**Run 1: M1 wires**

Scale bar: 20 µm.
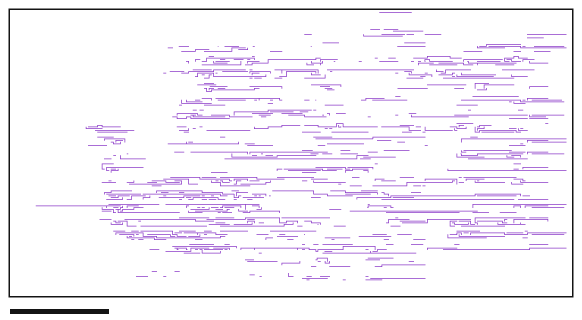
**Run 1: the metal 2 layer**

Scale bar: 20 µm.
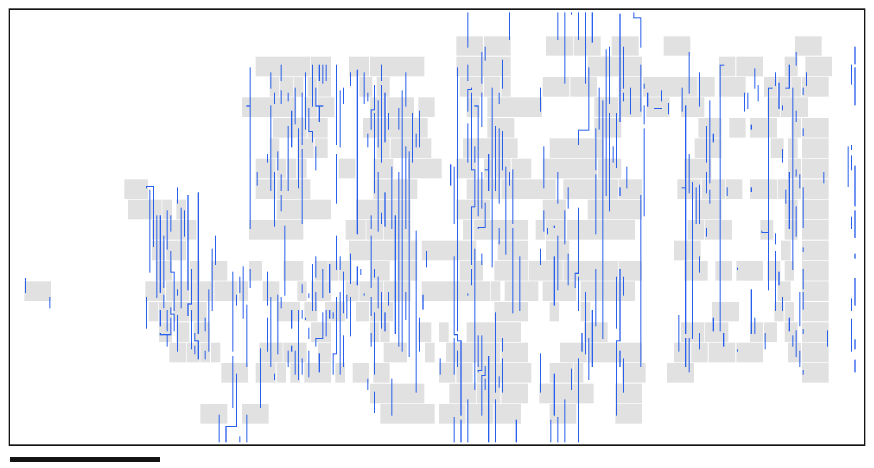
**Run 1: M3 wires**

Scale bar: 20 µm.
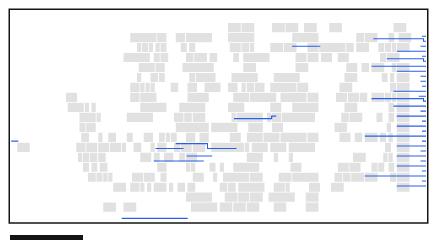
<file path="config.mk">
export PLATFORM = sky130hd
export DESIGN_NAME = dac_sched
export DESIGN_NICKNAME = d
export VERILOG_FILES = /design/src/rtl/dac_pkg.sv /design/src/rtl/dac_sched_rr_arb.sv /design/src/rtl/dac_sched.sv
export SDC_FILE = /design/constraint.sdc
export NUM_CORES = 1
export LEC_CHECK = 0
export CELL_PAD_IN_SITES_DETAIL_PLACEMENT = 0
export CELL_PAD_IN_SITES_GLOBAL_PLACEMENT = 2
export CORE_ASPECT_RATIO = 0.5
export CORE_UTILIZATION = 29
export DETAILED_ROUTE_END_ITERATION = 10
export PLACE_DENSITY = 0.89
export SLEW_MARGIN = 20
export SYNTH_ARGS = -nofsm -noshare
export SYNTH_HDL_FRONTEND = slang
export SYNTH_HIERARCHICAL = 1
export SYNTH_SLANG_ARGS = --single-unit
</file>
<file path="constraint.sdc">
create_clock -name clk20 -period 4.8 [get_ports clk20]
set_input_delay 0.96 -clock clk20 [delete_from_list [all_inputs] [get_ports clk20]]
set_output_delay 0.96 -clock clk20 [all_outputs]
set_load 0.1 [all_outputs]
</file>
<file path="src/rtl/dac_pkg.sv">
// Shared types and constants for the DAC write scheduler.
// ST_GAP exists only when DAC_SCHED_HOLDOFF_EN is defined.
package dac_pkg;

    localparam int unsigned DAC_W            = 8;
    localparam int unsigned DAC_FRAME_CYCLES = 17;

    typedef enum logic [1:0] {
        ST_IDLE  = 2'd0,
        ST_LOAD  = 2'd1,
`ifdef DAC_SCHED_HOLDOFF_EN
        ST_SHIFT = 2'd2,
        ST_GAP   = 2'd3
`else
        ST_SHIFT = 2'd2
`endif
    } dac_state_e;

    function automatic logic [2:0] rr_next(input logic [2:0] idx, input int unsigned n);
        return ((32'(idx) + 32'd1) >= n) ? 3'd0 : idx + 3'd1;
    endfunction

endpackage

</file>
<file path="src/rtl/dac_sched_rr_arb.sv">
// Round-robin arbiter: first requester at or after ptr_i (wrapping) wins.
module rr_arb #(
    parameter int unsigned N_REQ = 4
) (
    input  logic [N_REQ-1:0] req_i,
    input  logic [2:0]       ptr_i,
    output logic [N_REQ-1:0] gnt_o,
    output logic [2:0]       idx_o,
    output logic             valid_o
);

    function automatic int unsigned rr_dist(input int unsigned j, input int unsigned p);
        return (j >= p) ? (j - p) : (j + N_REQ - p);
    endfunction

    always_comb begin
        gnt_o   = '0;
        idx_o   = '0;
        valid_o = 1'b0;
        // Outer loop is the priority distance from the pointer, so the first hit wins.
        for (int unsigned k = 0; k < N_REQ; k++) begin
            for (int unsigned j = 0; j < N_REQ; j++) begin
                if (!valid_o && req_i[j] && (rr_dist(j, 32'(ptr_i)) == k)) begin
                    valid_o  = 1'b1;
                    gnt_o[j] = 1'b1;
                    idx_o    = 3'(j);
                end
            end
        end
    end

endmodule

</file>
<file path="src/rtl/dac_sched.sv">
// DAC write scheduler: round-robin grant, one serializer frame per grant.
// Optional post-frame holdoff (GAP state) with macro DAC_SCHED_HOLDOFF_EN.
module dac_sched
    import dac_pkg::*;
#(
    parameter int unsigned N_REQ        = 4,
    parameter int unsigned FRAME_CYCLES = DAC_FRAME_CYCLES,
    parameter int unsigned HOLDOFF      = 3
) (
    input  logic                   clk20,
    input  logic                   rst,
    input  logic [N_REQ-1:0]       req,
    input  logic [DAC_W*N_REQ-1:0] req_data,
    output logic [N_REQ-1:0]       ack,
    output logic [DAC_W-1:0]       data_spi,
    output logic                   start,
    output logic                   busy,
    output logic [2:0]             grant_id
);

`ifdef DAC_SCHED_HOLDOFF_EN
    localparam int unsigned CNT_MAX = (FRAME_CYCLES > HOLDOFF) ? FRAME_CYCLES : HOLDOFF;
`else
    localparam int unsigned CNT_MAX = FRAME_CYCLES;
    // HOLDOFF has no effect in this build.
    logic holdoff_unused;
    assign holdoff_unused = (HOLDOFF != 0);
`endif
    localparam int unsigned CNT_W = $clog2(CNT_MAX);

    dac_state_e          state_q;
    logic [2:0]          ptr_q;
    logic [CNT_W-1:0]    cnt_q;
    logic [N_REQ-1:0]    ack_q;
    logic [DAC_W-1:0]    data_q;
    logic                start_q;
    logic                busy_q;
    logic [2:0]          gid_q;

    logic [N_REQ-1:0]    arb_gnt;
    logic [2:0]          arb_idx;
    logic                arb_valid;
    logic                arb_en;
    logic                grant_now;
    logic [DAC_W-1:0]    sel_data;

    rr_arb #(.N_REQ(N_REQ)) u_arb (
        .req_i   (req),
        .ptr_i   (ptr_q),
        .gnt_o   (arb_gnt),
        .idx_o   (arb_idx),
        .valid_o (arb_valid)
    );

    // The last cycle of SHIFT/GAP arbitrates like IDLE so back-to-back frames lose no cycle.
    always_comb begin
        arb_en = 1'b0;
        case (state_q)
            ST_IDLE:  arb_en = 1'b1;
`ifdef DAC_SCHED_HOLDOFF_EN
            ST_SHIFT: arb_en = 1'b0;
            ST_GAP:   arb_en = (cnt_q == '0);
`else
            ST_SHIFT: arb_en = (cnt_q == '0);
`endif
            default:  arb_en = 1'b0;
        endcase
        grant_now = arb_en && arb_valid;
    end

    always_comb begin
        sel_data = '0;
        for (int unsigned j = 0; j < N_REQ; j++) begin
            if (arb_idx == 3'(j)) begin
                sel_data = req_data[DAC_W*j +: DAC_W];
            end
        end
    end

    always_ff @(posedge clk20) begin
        if (rst) begin
            state_q <= ST_IDLE;
            ptr_q   <= '0;
            cnt_q   <= '0;
            ack_q   <= '0;
            data_q  <= '0;
            start_q <= 1'b0;
            busy_q  <= 1'b0;
            gid_q   <= '0;
        end else begin
            ack_q   <= '0;
            start_q <= 1'b0;
            if (grant_now) begin
                state_q <= ST_LOAD;
                ack_q   <= arb_gnt;
                data_q  <= sel_data;
                gid_q   <= arb_idx;
                busy_q  <= 1'b1;
                ptr_q   <= rr_next(arb_idx, N_REQ);
            end else begin
                case (state_q)
                    ST_LOAD: begin
                        start_q <= 1'b1;
                        cnt_q   <= CNT_W'(FRAME_CYCLES - 2);
                        state_q <= ST_SHIFT;
                    end
                    ST_SHIFT: begin
                        if (cnt_q == '0) begin
`ifdef DAC_SCHED_HOLDOFF_EN
                            cnt_q   <= CNT_W'(HOLDOFF - 1);
                            state_q <= ST_GAP;
`else
                            state_q <= ST_IDLE;
                            busy_q  <= 1'b0;
`endif
                        end else begin
                            cnt_q <= cnt_q - CNT_W'(1);
                        end
                    end
`ifdef DAC_SCHED_HOLDOFF_EN
                    ST_GAP: begin
                        if (cnt_q == '0) begin
                            state_q <= ST_IDLE;
                            busy_q  <= 1'b0;
                        end else begin
                            cnt_q <= cnt_q - CNT_W'(1);
                        end
                    end
`endif
                    default: begin
                        state_q <= ST_IDLE;
                        busy_q  <= 1'b0;
                    end
                endcase
            end
        end
    end

    assign ack      = ack_q;
    assign data_spi = data_q;
    assign start    = start_q;
    assign busy     = busy_q;
    assign grant_id = gid_q;

endmodule

</file>
==> results.cfg, run 1 <==
; yosys + openroad results
[run_status]
outcome = finished clean

[synthesis]
ys_types = 56
fa_ha_area_share_pct = 8.30
syn_area_um2 = 1810
ys_cells = 215
synth.area.mux_share_pct = 1.11
xor_share_pct = 0
edf_count = 0
ys.flop_type = dfxtp_1

[final_layout]
lay_top_cells = clkdlybuf4s50_1 (54), dfxtp_1 (27), a21oi_1 (17)
logic_area_um2 = 1130
regArea_um2 = 541
final.clkbuf_count = 3
largestClassByArea = logic gates
fin_cells = 344
n_antenna_cell = 0
utilization_pct = 42.8
buf_share_pct = 22.6
largest_register_ffs = 8
sh_comb_area_pct = 46.0

[job]
cap_violations = 0

[worst_setup_path]
reg2reg_to = data_spi[4]
path_depth = 11

[place]
gp_congestion = 0.816
portBuffers = 54

[power_and_ir_drop]
power_uw = 970
seqPwrFrac_pct = 28.8
power_combinational_uw = 499
pwr-share-comb_pct = 51.4

[route]
drt_pass1_iterations = 4
dr_wl_met2_mm = 1.93
viasPerCell = 4.93

[final_timing]
tns_ns = 0

[global_route]
grt-busiest-layer = met2
grt_pass1_vias = 1636

[clocking]
clock_sinks = 27
clockBufferDepth = 2
cts_root_buf = clkbuf_16
path_clk_slew_ns = 0.07

[floorplanning]
core_area_um2 = 5730

[hold_path]
worst_hold_path.num_cells = 1
Notes on 'M1 wires' above:
277 nets have wire on it. The layer holds 53% of the routed length.

Notes on 'the metal 2 layer' above:
The wires run mostly vertical. The longest straight run is 35.4 µm.
Vias: 1697
WL final: 4.71 mm

Notes on 'M3 wires' above:
37 nets have wire on it. The longest straight run is 17.7 µm. The layer holds 5.7% of the routed length. The wires run mostly horizontal. The layer carries 266 µm of wire.
grt met3 use: 2.72%

==> run 2: changes to the inputs <==
- CORE_UTILIZATION: 29 -> 27
- PLACE_DENSITY: 0.89 -> 0.84
- clock period: 4.8 -> 3.81 ns (I/O delays scaled with it)
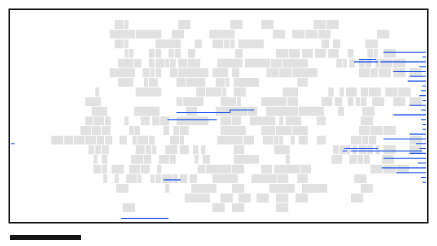
**Above:** run 2 (M3 wires).
Scale bar: 20 µm.
36 nets have wire on it. The layer holds 4.8% of the routed length. The layer carries 222 µm of wire.
WL final: 4.62 mm
Vias: 1701

==> run 2 against run 1 <==
Area after synthesis is the same. Core utilization shrank 3.0 points. Global-route usage shrank 1.6 points. Critical endpoint is now data_spi[0]. Combinational power grew 26%. Sequential power grew 26%. Clock power grew 23%. Largest power group unchanged.
==> results.cfg, run 2 <==
; yosys + openroad results
[job]
cap_violations = 0

[route]
postRouteAntennaNets = 0
viasPerCell = 4.82
drt_pass1_iterations = 4
wl_met3_um = 221
dr_wl_met2_mm = 1.82
routed.top_layer = met4

[final_layout]
final_layout_size_suffix_gt1_share_pct = 7.92
n_antenna_cell = 0
final.clkbuf_count = 3
lay_top_count = clkdlybuf4s50_1
logic_area_um2 = 1130
buf_share_pct = 23.8
sh_comb_area_pct = 45.3
lay_top_cells = clkdlybuf4s50_1 (54), dfxtp_1 (27), a21oi_1 (17)
utilization_pct = 39.9
largestClassByArea = logic gates
largest_register_ffs = 8
fin_cells = 353

[hold_path]
worst_hold_path.num_cells = 1

[clocking]
cts_root_buf = clkbuf_16
clockBufferDepth = 2
path_clk_slew_ns = 0.07
clock_sinks = 27

[worst_setup_path]
startpoint_type = input port
path_depth = 11
reg2reg_to = data_spi[0]

[power_and_ir_drop]
power_mw = 1.22
pwr-share-comb_pct = 51.7
irDropWorstVdd_uv = 190
seqPwrFrac_pct = 28.9
power_combinational_uw = 630

[synthesis]
synth.area.mux_share_pct = 1.11
ys.flop_type = dfxtp_1
syn_area_um2 = 1810
synthSimpleGateAreaFrac_pct = 22.6
xor_share_pct = 0
ys_types = 56
top_area_share_pct = 29.9
fa_ha_area_share_pct = 8.30
netlist_top_cells_area = dfxtp_1 (30%), ha_1 (8.3%), o2bb2ai_1 (4.8%), a21oi_1 (4.7%), a32oi_1 (4.4%)
edf_count = 0
ys_cells = 215

[global_route]
grtUsageMet3_pct = 3.05
grt_pass1_vias = 1479
grt_start_max_net_pins = 18

[final_timing]
fin_crit_ns = 3.57
finalCritPeriodShare_pct = 93.8
tns_ns = 0
finalMaxSlewViolations = 0

[place]
portBuffers = 54
gp_congestion = 0.815

[floorplanning]
chipWidth_um = 118
core_area_um2 = 6260

[run_status]
outcome = finished clean
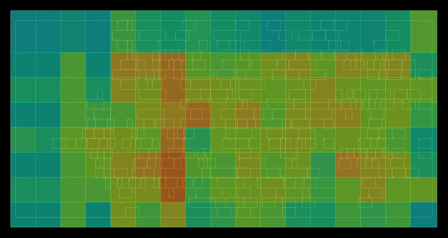
**Above:** run 2 (congestion heat map).
GRT Resource Usage Total: 13.1%
M2 GR Usage: 19.9%
most used routing layer: met2
met1 GRT Util: 18.9%
WL/cell: 13.1 µm

Power figures rest on the tool's default switching activity, not on a simulated workload.
